`config.mk`:
```
export PLATFORM = sky130hd
export DESIGN_NAME = uart_pwm_rx
export DESIGN_NICKNAME = d
export VERILOG_FILES = /design/src/rtl/uart_pwm_rx.sv
export SDC_FILE = /design/constraint.sdc
export NUM_CORES = 1
export LEC_CHECK = 0
export CORE_MARGIN = 3
export CORE_UTILIZATION = 45
export DETAILED_ROUTE_END_ITERATION = 10
export GPL_TIMING_DRIVEN = 0
export PLACE_DENSITY_LB_ADDON = 0.08
export SLEW_MARGIN = 20
export SYNTH_ARGS = -nofsm -noshare
export SYNTH_HDL_FRONTEND = slang
export SYNTH_SLANG_ARGS = --single-unit
export TNS_END_PERCENT = 5
```
`constraint.sdc`:
```
create_clock -name clk_100MHz -period 3.75 [get_ports clk_100MHz]
set_clock_uncertainty 0.2 [all_clocks]
set_input_delay 0.75 -clock clk_100MHz [delete_from_list [all_inputs] [get_ports clk_100MHz]]
set_output_delay 0.75 -clock clk_100MHz [all_outputs]
set_load 0.02 [all_outputs]
```
`src/rtl/uart_pwm_rx.sv`:
```
// 8N1 UART receiver (16x oversampled) feeding a two-byte command parser
// that sets the duty of a glitch-free 8-bit PWM output.
module uart_pwm_rx #(
  parameter int         DBITS    = 8,
  parameter int         SB_TICK  = 16,
  parameter int         BR_LIMIT = 651,
  parameter int         BR_BITS  = 10,
  parameter int         PWM_DIV  = 16,
  parameter logic [7:0] HDR      = 8'hA5
) (
  input  logic             clk_100MHz,
  input  logic             reset,
  input  logic             rx,
  output logic [DBITS-1:0] rx_data,
  output logic             rx_done,
  output logic             frame_err,
  output logic [7:0]       duty,
  output logic             duty_upd,
  output logic             pwm_out
);
  localparam int S_W = (SB_TICK > 16) ? $clog2(SB_TICK) : 4;
  localparam int N_W = (DBITS > 1) ? $clog2(DBITS) : 1;
  localparam int P_W = (PWM_DIV > 1) ? $clog2(PWM_DIV) : 1;

  typedef enum logic [1:0] {R_IDLE, R_START, R_DATA, R_STOP} rx_state_t;
  typedef enum logic {P_HDR, P_DUTY} prs_state_t;

  logic               sync1_q, sync1_d, sync2_q, sync2_d;
  logic [BR_BITS-1:0] br_cnt_q, br_cnt_d;
  rx_state_t          state_q, state_d;
  logic [S_W-1:0]     s_q, s_d;
  logic [N_W-1:0]     n_q, n_d;
  logic [DBITS-1:0]   sh_q, sh_d;
  logic [DBITS-1:0]   rx_data_q, rx_data_d;
  logic               rx_done_q, rx_done_d;
  logic               frame_err_q, frame_err_d;
  prs_state_t         pstate_q, pstate_d;
  logic [7:0]         duty_pend_q, duty_pend_d;
  logic               pend_valid_q, pend_valid_d;
  logic [P_W-1:0]     pre_q, pre_d;
  logic [7:0]         pwm_cnt_q, pwm_cnt_d;
  logic [7:0]         duty_q, duty_d;
  logic               duty_upd_q, duty_upd_d;
  logic               pwm_out_q, pwm_out_d;

  logic       rx_s, tick, pre_wrap;
  logic [7:0] rx_byte;

  assign rx_s     = sync2_q;
  assign tick     = (br_cnt_q == BR_BITS'(BR_LIMIT - 1));
  assign pre_wrap = (pre_q == P_W'(PWM_DIV - 1));
  assign rx_byte  = rx_data_q[7:0];

  // synchronizer and oversampling tick
  always_comb begin
    sync1_d  = rx;
    sync2_d  = sync1_q;
    br_cnt_d = tick ? '0 : br_cnt_q + BR_BITS'(1);
  end

  // receiver: sample mid-bit, 16 ticks per bit after the half-bit start check
  always_comb begin
    state_d     = state_q;
    s_d         = s_q;
    n_d         = n_q;
    sh_d        = sh_q;
    rx_data_d   = rx_data_q;
    rx_done_d   = 1'b0;
    frame_err_d = 1'b0;
    case (state_q)
      R_IDLE: begin
        if (!rx_s) begin
          state_d = R_START;
          s_d     = '0;
        end
      end
      R_START: begin
        if (tick) begin
          if (s_q == S_W'(7)) begin
            s_d = '0;
            n_d = '0;
            state_d = rx_s ? R_IDLE : R_DATA;
          end else begin
            s_d = s_q + S_W'(1);
          end
        end
      end
      R_DATA: begin
        if (tick) begin
          if (s_q == S_W'(15)) begin
            s_d  = '0;
            sh_d = {rx_s, sh_q[DBITS-1:1]};
            if (n_q == N_W'(DBITS - 1)) state_d = R_STOP;
            else                        n_d = n_q + N_W'(1);
          end else begin
            s_d = s_q + S_W'(1);
          end
        end
      end
      R_STOP: begin
        if (tick) begin
          if (s_q == S_W'(SB_TICK - 1)) begin
            state_d = R_IDLE;
            if (rx_s) begin
              rx_data_d = sh_q;
              rx_done_d = 1'b1;
            end else begin
              frame_err_d = 1'b1;
            end
          end else begin
            s_d = s_q + S_W'(1);
          end
        end
      end
      default: state_d = R_IDLE;
    endcase
  end

  // parser, PWM counters and boundary-aligned duty load
  always_comb begin
    pstate_d     = pstate_q;
    duty_pend_d  = duty_pend_q;
    pend_valid_d = pend_valid_q;
    duty_d       = duty_q;
    duty_upd_d   = 1'b0;
    pre_d        = pre_wrap ? '0 : pre_q + P_W'(1);
    pwm_cnt_d    = pre_wrap ? pwm_cnt_q + 8'd1 : pwm_cnt_q;
    pwm_out_d    = (pwm_cnt_q < duty_q);

    if (pre_wrap && pwm_cnt_q == 8'hFF && pend_valid_q) begin
      duty_d       = duty_pend_q;
      pend_valid_d = 1'b0;
      duty_upd_d   = 1'b1;
    end

    // a frame completing on the boundary cycle stays pending for the next period
    if (frame_err_q) begin
      pstate_d = P_HDR;
    end else if (rx_done_q) begin
      case (pstate_q)
        P_HDR:  if (rx_byte == HDR) pstate_d = P_DUTY;
        P_DUTY: begin
          duty_pend_d  = rx_byte;
          pend_valid_d = 1'b1;
          pstate_d     = P_HDR;
        end
        default: pstate_d = P_HDR;
      endcase
    end
  end

  always_ff @(posedge clk_100MHz or negedge reset) begin
    if (!reset) begin
      sync1_q      <= 1'b1;
      sync2_q      <= 1'b1;
      br_cnt_q     <= '0;
      state_q      <= R_IDLE;
      s_q          <= '0;
      n_q          <= '0;
      sh_q         <= '0;
      rx_data_q    <= '0;
      rx_done_q    <= 1'b0;
      frame_err_q  <= 1'b0;
      pstate_q     <= P_HDR;
      duty_pend_q  <= '0;
      pend_valid_q <= 1'b0;
      pre_q        <= '0;
      pwm_cnt_q    <= '0;
      duty_q       <= '0;
      duty_upd_q   <= 1'b0;
      pwm_out_q    <= 1'b0;
    end else begin
      sync1_q      <= sync1_d;
      sync2_q      <= sync2_d;
      br_cnt_q     <= br_cnt_d;
      state_q      <= state_d;
      s_q          <= s_d;
      n_q          <= n_d;
      sh_q         <= sh_d;
      rx_data_q    <= rx_data_d;
      rx_done_q    <= rx_done_d;
      frame_err_q  <= frame_err_d;
      pstate_q     <= pstate_d;
      duty_pend_q  <= duty_pend_d;
      pend_valid_q <= pend_valid_d;
      pre_q        <= pre_d;
      pwm_cnt_q    <= pwm_cnt_d;
      duty_q       <= duty_d;
      duty_upd_q   <= duty_upd_d;
      pwm_out_q    <= pwm_out_d;
    end
  end

  assign rx_data   = rx_data_q;
  assign rx_done   = rx_done_q;
  assign frame_err = frame_err_q;
  assign duty      = duty_q;
  assign duty_upd  = duty_upd_q;
  assign pwm_out   = pwm_out_q;

endmodule

```
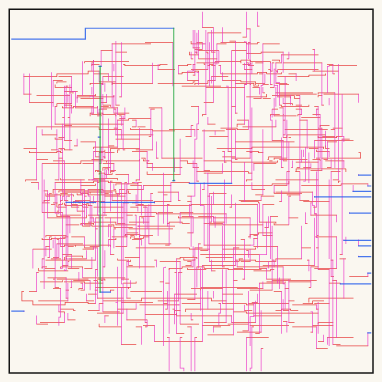
Run 1: metal layers overlaid
Scale: 4 px per micron.
Key: metal 2 = magenta [wire length 2720 microns]; metal 3 = blue [wire length 130 microns]; metal 1 = red [wire length 2650 microns]; metal 4 = green [wire length 94.5 microns]

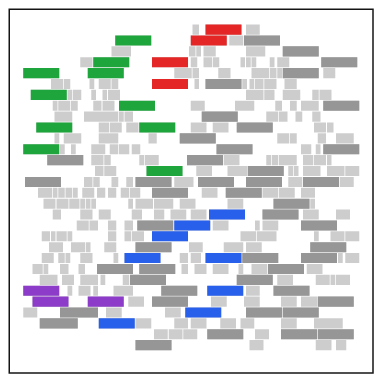
Run 1: sequential cells grouped by signal name
Scale: 4 px per micron. Other sequential cells in the stronger gray, the rest of the logic in the fainter gray.
Key: pre_q = red [placed flops 4, where top center]; n_q = purple [placed flops 3]; sh_q = blue [placed flops 8]; br_cnt_q = green [placed flops 10]
Another 46 sequential cells are not colored.

==> run summary, run 1 <==
flow finished, numbers: Port Buf Inserts 22, Critical R2R Capture sh_q[6], gr ovfl total 0, max_slew headroom 58.0%, DRT antenna net count 0, Final #Nets 312, Chip Area, Yosys 3220 sq um, Slew Limit Fails 0, Antenna Cells 0, Max H-tree Level 3, Worst VDD drop 204 uV, Tapcells 96, share of the yosys chip area belonging to registers 55.3%, synthesized area per cell 12.3 sq um, critical-path maximum fanout 4, clk tree area frac 4.51%, Worst path depth 1, DRC viols 0, Final Hold Viols 0, CTS tree yes, Top delay family on crit path buffers and inverters, Top Metal Used met4, max reg flops 10, wire length on met3 130 microns, layout cells sized above 1 15.3%, first-pass GRT wire length 10000 microns, MUX area fraction 11.8%, Reg with most FFs br_cnt_q, buffers from clock root to sink, at most 2, M2 GR Usage 24.5%, GR Util All Layers 15.4%, ao+oa area frac 6.72%, #FFs+latches synth 71, Worst Path Arrival 1.38 ns, via count 2033, status finished, final reports clean, largest net degree at the start of global routing 43, mapped cell area 3220 sq um, Pwr Density 352 nW/um^2, EDFF count, synth 0, post-DP HPWL 3960 microns, asr flop ratio synth 100%, setup-violating endpoint count in the final report 0, CTS Sinks 71, Log Warnings 27, Crit. End Element primary output, Placement Rows 30, Total Power 1320 uW, Dominant flop cell dfrtp_1, Top-area cell share 53.6%, DRT Pass-1 Iters 4, initial antenna violation count 0, commonest cells in the netlist dfrtp_1 (69), mux2_2 (24), nand2_1 (16), xor+xnor area frac 4.35%, simple share 13.8%, Core Box Area 6870 sq um, fmax 428 MHz, Synth area leader dfrtp_1, die footprint 8200 sq um, end of the critical path rx_data[7], Distinct lib cells used 48, die width 90.6 microns, top cell category sequential cells, Crit Reg-Reg Startpoint s_q[0], worst hold path type in -> async, Gate Count Post-Synth 261, logic share of the area 36.2%, Critical-path top delay cell clkdlybuf4s50_1, wire per inst 14.1 microns, final instance area 3750 sq um, adder share 5.44%, Hold Buf Count CTS 0, vias per cell 5.13, storage element area 1780 sq um, CP Data Required Time 2.80 ns, register clock-pin slew on the reported worst setup and hold paths 0.08 ns, Top cells by area dfrtp_1 (54%), mux2_2 (8.4%), ha_1 (5.4%), mux2_1 (2.8%), xnor2_1 (2.4%), drt first-iter violations 45, Dominant comb cell simple AND/OR/NAND/NOR gates, Skew-Pair Late Insertion Delay 0.34 ns, flop count 71, Non-clk invs 14, Non-Clock Buffer Count 29, GP Congestion 0.752, r2r setup slk 1.56 ns, Ys Warns 0, logic area 1360 sq um, post-CTS sizing 0, Layout area overhead 16.4%, DIE HEIGHT 90.6 microns, Post-Route M1 WL 2650 microns, most frequent cell after synthesis dfrtp_1, Syn Nets 278, met2 WL 2720 microns, Final WS setup 1.42 ns, placed cell count 380, Seq area share 47.5%, met1 usage 19.6%, grt peak-use layer met2, worst slew pin tran 0.622 ns, WL final 5590 microns, Place WS 1.55 ns, Multi-In Gates 170, P_leak 0.00175 uW, Setup crit start kind flip-flop, CP Class reg -> out, setup TNS 0 ns, CP Launch Point rx_data[7], filler instances 604, RSZ-0062 raised after global routing no, Worst path max stage delay 0.63 ns, num ports 23, R2R cell count 4, buffer-and-inverter tally for the worst setup path 1, placed cell area 3580 sq um, crit path cell chain clkdlybuf4s50_1, Layout Cells excl Fill 396, M3 GR Usage 3.00%, min Tclk post-route 2.33 ns, vias in the first global route 2085, Setup Buffers After CTS 0, fp util 46.9%, yosys cell count 261, Layout non-clock buf frac 7.18%, Root Buffer clkbuf_8, period utilization 62.2%, MaxCap Viol Count 0
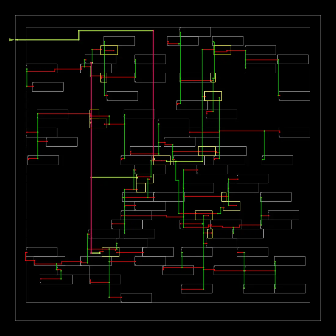
Run 1: clock wiring as the flow saved it
CTS Buf Count: 9
clk_buf instances: 13
clk pwr: 530 uW

run 1: layout by cell type (no fill, tap or decap), drive strengths merged, types with 7 or more instances in the layout:
| cell type | n |
|---|---|
| nand2 | 16 |
| inv | 14 |
| clkdlybuf4s50 | 21 |
| ha | 14 |
| clkbuf | 16 |
| nand3 | 9 |
| mux2 | 32 |
| and3 | 9 |
| nor2 | 9 |
| dfrtp | 69 |
| xnor2 | 9 |
| o21ai | 9 |
| xor2 | 7 |
run 1: power breakdown:
group          leakage [uW]  internal (uW)  switching (uW)
combinational      0.000723           4.00            14.9
clock             0.0000796            258             272
sequential         0.000951            767            1.15
total               0.00175           1030             288
run 1: through the flow:
stage	hold slack (ns)	util [%]
floorplan	0.145	-
global placement	0.146	51.8
detailed placement	0.149	52.1
CTS	0.124	54.5
global route	0.142	54.5
finish	0.126	54.5
## Run 2: what changed since run 1
clock period = 1.97 ns   (was 3.75 ns; I/O delays follow)
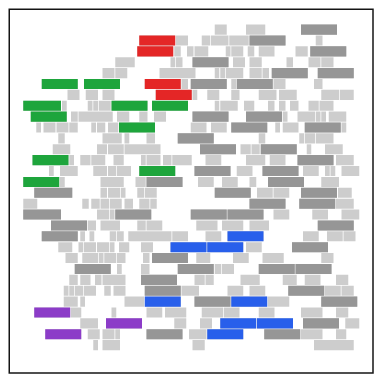
Run 2: sequential cells grouped by signal name
Scale: 4 px per micron. Other sequential cells in the stronger gray, the rest of the logic in the fainter gray.
Key: pre_q = red [placed flops 4, where top center]; n_q = purple [placed flops 3]; sh_q = blue [placed flops 8, where bottom center]; br_cnt_q = green [placed flops 10, where upper left]

==> run 2 against run 1 <==
Count of clock-buffer cells in the layout fell by 3. Critical path depth up 4. Critical endpoint is now rx_data[0]. Worst setup slack worse by 1.4 ns. Global-route usage fell by 0.15 points. Largest power group unchanged. Sequential cell count stayed put. Cell area rose by 5.5%. Non-clock buffer count grew 3. Sequential power is about 90% higher. Register-to-register slack worse by 1.5 ns. Synthesized cell count stayed put. Worst hold slack better by 0.033 ns. Cell count rose by 1.0%.
==> run summary, run 2 <==
flow finished, numbers: Skew-Pair Late Insertion Delay 0.35 ns (about the same), DIE HEIGHT 90.6 microns (unchanged), Final Hold Viols 0 (unchanged), Worst Path Arrival 1.97 ns (+0.59 ns), final instance area 3950 sq um (+5.5%), met2 WL 2810 microns (+3.4%), Util after Layout 57.6% (+3.0 points), Setup crit start kind flip-flop, register clock-pin slew on the reported worst setup and hold paths 0.07 ns (about the same), CTS tree yes, via count 2116 (+4.1%), Worst path max stage delay 0.43 ns (-0.20 ns), CTS Sinks 71 (unchanged), Gate Count Post-Synth 261 (unchanged), Final WS setup 0.0230 ns (-1.39 ns), buffer-and-inverter tally for the worst setup path 0 (-1), Distinct lib cells used 48 (unchanged), adder share 5.44% (unchanged), Setup Buffers After CTS 1 (+1), Crit. End Element flip-flop, yosys cell count 261 (unchanged), initial antenna violation count 0 (unchanged), simple share 13.8% (unchanged), period utilization 98.8%, CTS Buf Count 9 (unchanged), Top-area cell share 53.6% (unchanged), num ports 23 (unchanged), Antenna Cells 0 (unchanged), Hold Buf Count CTS 1 (+1), drt first-iter violations 96 (+110%), grt peak-use layer met2, Critical R2R Capture rx_data[0], fp util 46.9% (unchanged), Worst path depth 5 (+4), Top delay family on crit path simple AND/OR/NAND/NOR gates, CP Launch Point s_q[0], Crit Reg-Reg Startpoint s_q[0], CP Data Required Time 2.00 ns (-0.80 ns), Slew Limit Fails 0 (unchanged), die width 90.6 microns (unchanged), Port Buf Inserts 22 (unchanged), Layout area overhead 22.8%, RSZ-0062 raised after global routing yes, synthesized area per cell 12.3 sq um (unchanged), status finished, final reports clean, GP Congestion 0.792 (+5.4%), commonest cells in the netlist dfrtp_1 (69), mux2_2 (24), nand2_1 (16), critical-path maximum fanout 6 (+2), M2 GR Usage 23.7% (-0.74 points), P_leak 0.00201 uW (+14%), most frequent cell after synthesis dfrtp_1, setup-violating endpoint count in the final report 0 (unchanged), MaxCap Viol Count 0 (unchanged), Worst VDD drop 419 uV (+110%), Reg with most FFs br_cnt_q, Max H-tree Level 3 (unchanged), Place WS -0.318 ns (-1.87 ns), Syn Nets 278 (unchanged), post-DP HPWL 3990 microns (+0.76%), DRT Pass-1 Iters 4 (unchanged), crit path cell chain ha_4, and4_4, and2_4, and3_4, mux2_4, GR Util All Layers 15.3% (-0.15 points), Dominant flop cell dfrtp_1, Core Box Area 6870 sq um (unchanged), worst hold path type reg -> reg
run 2: cell counts after synthesis:
No cell type changed its count.
run 2: final cells by class:
cell class / count / area [sq um] / area share, %
Sequential cell: 71 / 1780 / 45.0
Multi-Input combinational cell: 171 / 1470 / 37.2
Timing Repair Buffer: 29 / 304 / 7.69
Clock buffer: 10 / 138 / 3.48
Tap cell: 96 / 120 / 3.04
Clock inverter: 6 / 68.8 / 1.74
Inverter: 14 / 52.6 / 1.33
Buffer: 3 / 18.8 / 0.475
run 2: power by group:
| group | leakage [uW] | internal [uW] | switching [uW] |
|---|---|---|---|
| combinational | 0.000954 | 10.6 | 28.5 |
| clock | 0.000103 | 625 | 559 |
| sequential | 0.000950 | 1460 | 2.94 |
| total | 0.00201 | 2100 | 590 |
Run 2, PDN straps and rails:
Scale: 4 px per micron. Pins as bars on the die edge. Tap cells in gray.
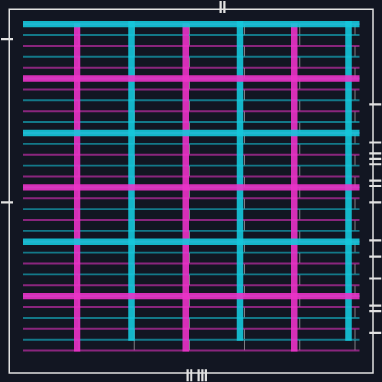

## Run 3: what changed since run 2
CELL_PAD_IN_SITES_DETAIL_PLACEMENT = 1   (was default)
CELL_PAD_IN_SITES_GLOBAL_PLACEMENT = 1   (was default)
CORE_ASPECT_RATIO = 2   (was default)
CORE_UTILIZATION = 43   (was 45)
HOLD_SLACK_MARGIN = 0.12   (was default)
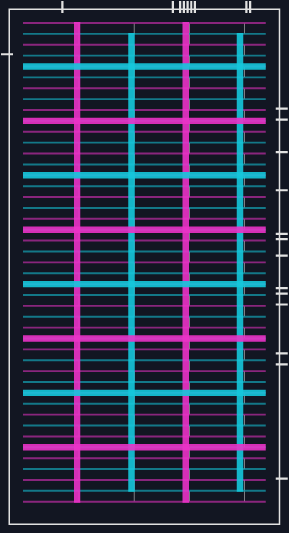
Run 3: PDN straps and rails
Scale: 4 px per micron. Pins as bars on the die edge. Tap cells in gray.
Key: VSS = magenta; VDD = cyan
The core has 44 rows. 4 straps on met4. 23 signal pins sit on the boundary.

==> run 3 against run 2 <==
The run now ends with setup timing left. Synthesized cell count unchanged. Count of clock-buffer cells in the layout increased by 1. Sequential share of layout area decreased by 1.6 points. Critical endpoint is now rx_data[2]. Largest cell class unchanged. Largest power group is now clock.
==> run summary, run 3 <==
flow finished, numbers: Max H-tree Level 3 (unchanged), setup-violating endpoint count in the final report 8 (+8), M2 GR Usage 33.4% (+9.6 points), Chip Area, Yosys 3220 sq um, post-DP HPWL 4990 microns (+25%), Final #Nets 319, simple share 13.8% (unchanged), Critical-path top delay cell dfrtp_2, Top cells by area dfrtp_1 (54%), mux2_2 (8.4%), ha_1 (5.4%), mux2_1 (2.8%), xnor2_1 (2.4%), post-CTS sizing 14, Skew-Pair Late Insertion Delay 0.33 ns (-0.02 ns), Synth area leader dfrtp_1, worst hold path type reg -> reg, wire per inst 17.2 microns, #FFs+latches synth 71, Antenna Cells 0 (unchanged), wire length on met3 162 microns, failing checks setup timing, die footprint 8620 sq um, Worst Path Arrival 2.03 ns (+0.06 ns), M3 GR Usage 3.41%, CTS tree yes, register clock-pin slew on the reported worst setup and hold paths 0.06 ns (about the same), CTS Buf Count 9 (unchanged), Distinct lib cells used 48 (unchanged), Worst path max stage delay 0.43 ns (about the same), period utilization 103% (+4.3 points), Setup crit start kind flip-flop, via count 2174 (+2.7%), num ports 23 (unchanged), grt peak-use layer met2, Final WS setup -0.0614 ns (-0.0844 ns), Syn Nets 278 (unchanged), met2 WL 4130 microns (+47%), drt first-iter violations 52 (-46%), Place WS -0.293 ns (+0.0254 ns), Crit. End Element flip-flop, Final Hold Viols 0 (unchanged), end of the critical path rx_data[2], gr ovfl total 0, Top Metal Used met4, ao+oa area frac 6.72%, Layout Cells excl Fill 399, Hold Buf Count CTS 1 (unchanged), met1 usage 17.8%, initial antenna violation count 0 (unchanged), Top cell excl fill/tap dfrtp_1, Crit Reg-Reg Startpoint br_cnt_q[5], synthesized area per cell 12.3 sq um (unchanged), Layout area overhead 27.5%, DIE HEIGHT 128 microns (+42%), Log Warnings 30, DRT antenna net count 0, Setup Buffers After CTS 1 (unchanged), commonest cells in the netlist dfrtp_1 (69), mux2_2 (24), nand2_1 (16), CP Data Required Time 1.97 ns (-0.03 ns), Port Buf Inserts 22 (unchanged), max_slew headroom 64.6%, Root Buffer clkbuf_16, GP Congestion 0.773 (-2.4%), Slew Limit Fails 0 (unchanged), adder share 5.44% (unchanged), buffers from clock root to sink, at most 2, P_leak 0.00200 uW (-0.34%), Util after Layout 56.5% (-1.1 points), Critical R2R Capture rx_data[2], Top-area cell share 53.6% (unchanged), die width 67.2 microns (-26%), setup TNS -0.374 ns, CP Class reg -> reg, min-delay src sync1_q, status complete, but fails checks, hold_ws 0.157 ns, Worst VDD drop 449 uV (+7.1%), MUX area fraction 11.8%, vias per cell 5.45, r2r setup slk -0.06 ns, CP Launch Point br_cnt_q[5], Post-Route M1 WL 2450 microns, Ys Warns 0, fp util 44.3% (-2.6 points), MaxCap Viol Count 0 (unchanged), fmax 492 MHz, crit path cell chain nor4b_4, and3_1, buf_6, and3_4, buf_8, mux2_1, RSZ-0062 raised after global routing yes, critical-path maximum fanout 9 (+3), mapped cell area 3220 sq um, max reg flops 10, asr flop ratio synth 100%, Core Box Area 7270 sq um (+5.8%), GR Util All Layers 17.5% (+2.2 points), hold depth 0, largest net degree at the start of global routing 59, most frequent cell after synthesis dfrtp_1, EDFF count, synth 0, Gate Count Post-Synth 261 (unchanged), yosys cell count 261 (unchanged), vias in the first global route 2309, Reg with most FFs br_cnt_q, DRT Pass-1 Iters 6 (+2), CTS Sinks 71 (unchanged), Dominant flop cell dfrtp_1
run 3: cell counts after synthesis:
No cell type changed its count.
run 3: cell type report:
cell class                      count  area (sq um)
Buffer                              5          45.0
Clock buffer                       11           243
Clock inverter                      5           106
Fill cell                         739          3160
Inverter                           14          52.6
Multi-Input combinational cell    170          1440
Sequential cell                    71          1780
Tap cell                           92           115
Timing Repair Buffer               31           322
run 3: critical path, delay by kind of cell (launching register included):
family	cells	cell delay [ns]
mux	1	0.33
buf+inv	2	0.23
flops	1	0.43
simple gates	3	0.72
run 3: power breakdown:
group	switching (uW)	internal [uW]
clock network	597	1270
logic	29.2	10.6
registers	3.17	1460
total	629	2750
run 3: stage by stage:
step	instance area (sq um)	power [uW]
detailed placement	3590	1530
CTS	4000	3410
global route	4100	3490
finish	4100	3380
global placement	3570	1530
floorplan	3230	1490
Power and IR drop assume default switching activity.
